==> config.mk <==
export PLATFORM = sky130hd
export DESIGN_NAME = code_mem_sequencer
export DESIGN_NICKNAME = d
export VERILOG_FILES = /design/src/rtl/code_mem_sequencer.sv
export SDC_FILE = /design/constraint.sdc
export NUM_CORES = 1
export LEC_CHECK = 0
export CAP_MARGIN = 40
export CORE_ASPECT_RATIO = 0.9
export CORE_UTILIZATION = 43
export DETAILED_ROUTE_END_ITERATION = 8
export PLACE_DENSITY = 0.87
export SYNTH_ARGS = -nofsm -noshare
export SYNTH_HDL_FRONTEND = slang
export SYNTH_SLANG_ARGS = --single-unit
export TNS_END_PERCENT = 20
==> constraint.sdc <==
create_clock -name clock -period 3.5 [get_ports clock]
set_clock_uncertainty 0.2 [all_clocks]
set_input_delay 0.35 -clock clock [delete_from_list [all_inputs] [get_ports clock]]
set_output_delay 0.35 -clock clock [all_outputs]
set_load 0.02 [all_outputs]
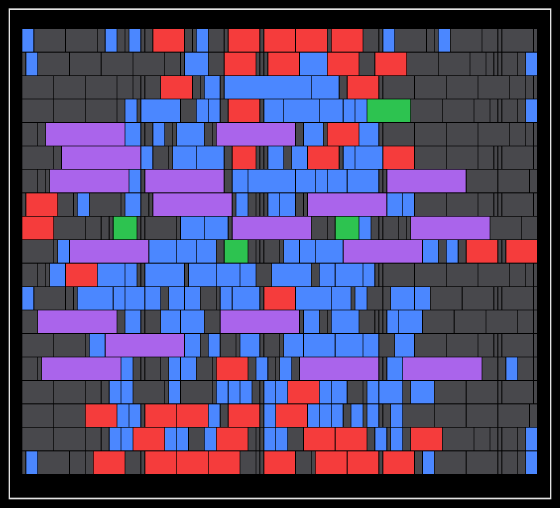
Fig. 1. Cells colored by class.
Fill, decap, tap and diode cells in gray.
[remaining logic cells] blue | cells: 145
[clock drivers and dummy loads] green | cells: 4
[registers] purple | cells: 18
[remaining buffers and delay cells] red | cells: 42
Core Box Area: 0.003090 mm2
Layout Utilization: 57.25%
Row Count: 19
sequential cell area share: 25.46%

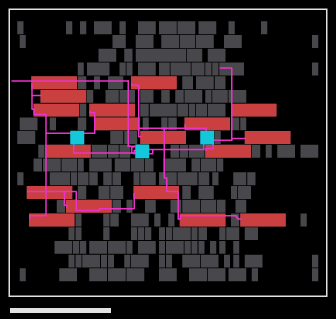
Fig. 2. Clock network drawn from the DEF.
Scale bar: 20 um.
[clock wires] magenta | length: 245 um
[flip-flops] red | count: 18
[clock-net drivers] cyan | count: 3
routed clock nets: 4
Clock power frac: 17.6%
worst skew pair latency: 0.30 ns
Clk. pwr: 133 uW

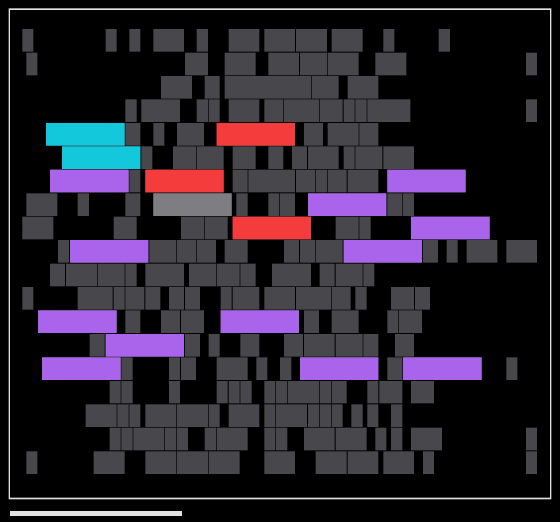
Fig. 3. Sequential cells colored by netlist name.
Scale bar: 20 um.
[`state_o`] red | sequential cells: 3
[`ld_addr`] purple | sequential cells: 12
[`rst_cnt`] cyan | sequential cells: 2
not colored: 1
sequential cell area: 450.4 um2
sequential power: 301 uW

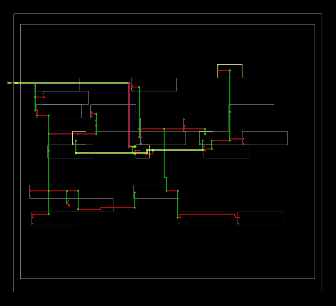
Fig. 4. Clock nets.
clock buf count: 4
TritonCTS buffer count: 3
FFs & Latches: 18
Clock Sinks: 18

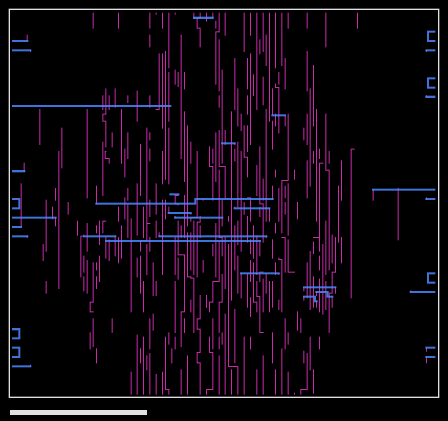
Fig. 5. Signal wires by layer.
Scale bar: 20 um. Two of the layers only.
[M2] magenta | wire length: 1530 um
[M3] blue | wire length: 186 um
Total GRT Usage: 18.14%
per-cell routed wire length: 12.36 um
Vias: 1312

==> impl_metrics.yaml <==
# implementation run metrics
sta:
  period_minus_slack_ns: 2.791
  drv_slew: 0
  fin_hold_ws_ns: 0.2410
  rsz0062_at_grt: "no"
final_layout:
  drive_above_1_share_pct: 5.263
  diodes: 0
routing:
  drc: 0
  drt_first_pass_iters: 4
  drt_iter0_markers: 33
clocking:
  cts_tree: "done"
  clk_path_buf_depth: 2
  htree_levels: 1
job:
  maxCapViolations: 0
floorplan:
  tap_cells: 42
logic_synthesis:
  async_reset_ff_share_pct: 100.0
  yosysWarnings: 0
critical_path:
  crit_required_ns: 2.95
  worst-path-max-fanout: 16
global_route:
  grt_pass1_vias: 1186
  met1_usage_pct: 23.00
pwr:
  power.switching_uw: 296.4
placement:
  dp_hpwl_um: 2265
run_status:
  status: "completed"
## cell families after synthesis
family / share of synthesized area [%]
AND-OR/OR-AND: 15.92
other: 0.2636
multiplexers: 1.495
XOR/XNOR: 1.232
adder cells (fa/ha/maj): 1.759
AND/OR/NAND/NOR: 30.34
flip-flops: 31.66
buffers and inverters: 17.33
## worst reg2reg max path: cells and delay by family, from the launching register on
family	cells	cell delay, ns
flip-flops	1	0.44
adder cells (fa/ha/maj)	1	0.24
AND/OR/NAND/NOR	3	0.95
multiplexers	1	0.30
## synth_stat cells, types with 2 or more instances
master	n	share of area, %
a21oi_1	8	2.8
a22o_1	2	1.2
a31oi_1	2	0.88
and4_1	2	1.2
buf_2	2	0.70
buf_4	24	13
clkbuf_1	4	1.1
dfrtp_1	18	32
ha_1	2	1.8
inv_1	8	2.1
nand2_1	39	10
nand2b_1	2	0.88
nand3_1	9	3.2
nand4_1	3	1.3
nor2_1	9	2.4
nor2b_1	2	0.88
nor3_1	2	0.70
o21ai_0	7	2.5
o2bb2ai_1	2	1.2
o31ai_1	4	2.1
o41ai_1	2	1.2
or4_1	3	1.6
## per-stage QoR
| step | setup WS, ns | cells | util, % | cell area [um2] | power, mW |
|---|---|---|---|---|---|
| 2_1_floorplan | 1.287 | 194 | - | 1479 | 0.5248 |
| 3_3_place_gp | 1.107 | 247 | 56.07 | 1733 | 0.6160 |
| 3_5_place_dp | 1.062 | 247 | 56.07 | 1733 | 0.6252 |
| 4_1_cts | 0.7170 | 251 | 57.25 | 1769 | 0.7550 |
| 5_1_grt | 0.5767 | 251 | 57.25 | 1769 | 0.8033 |
| 6_report | 0.7089 | 251 | 57.25 | 1769 | 0.7540 |
No activity file was given, so power comes from the tool's default toggle rates.
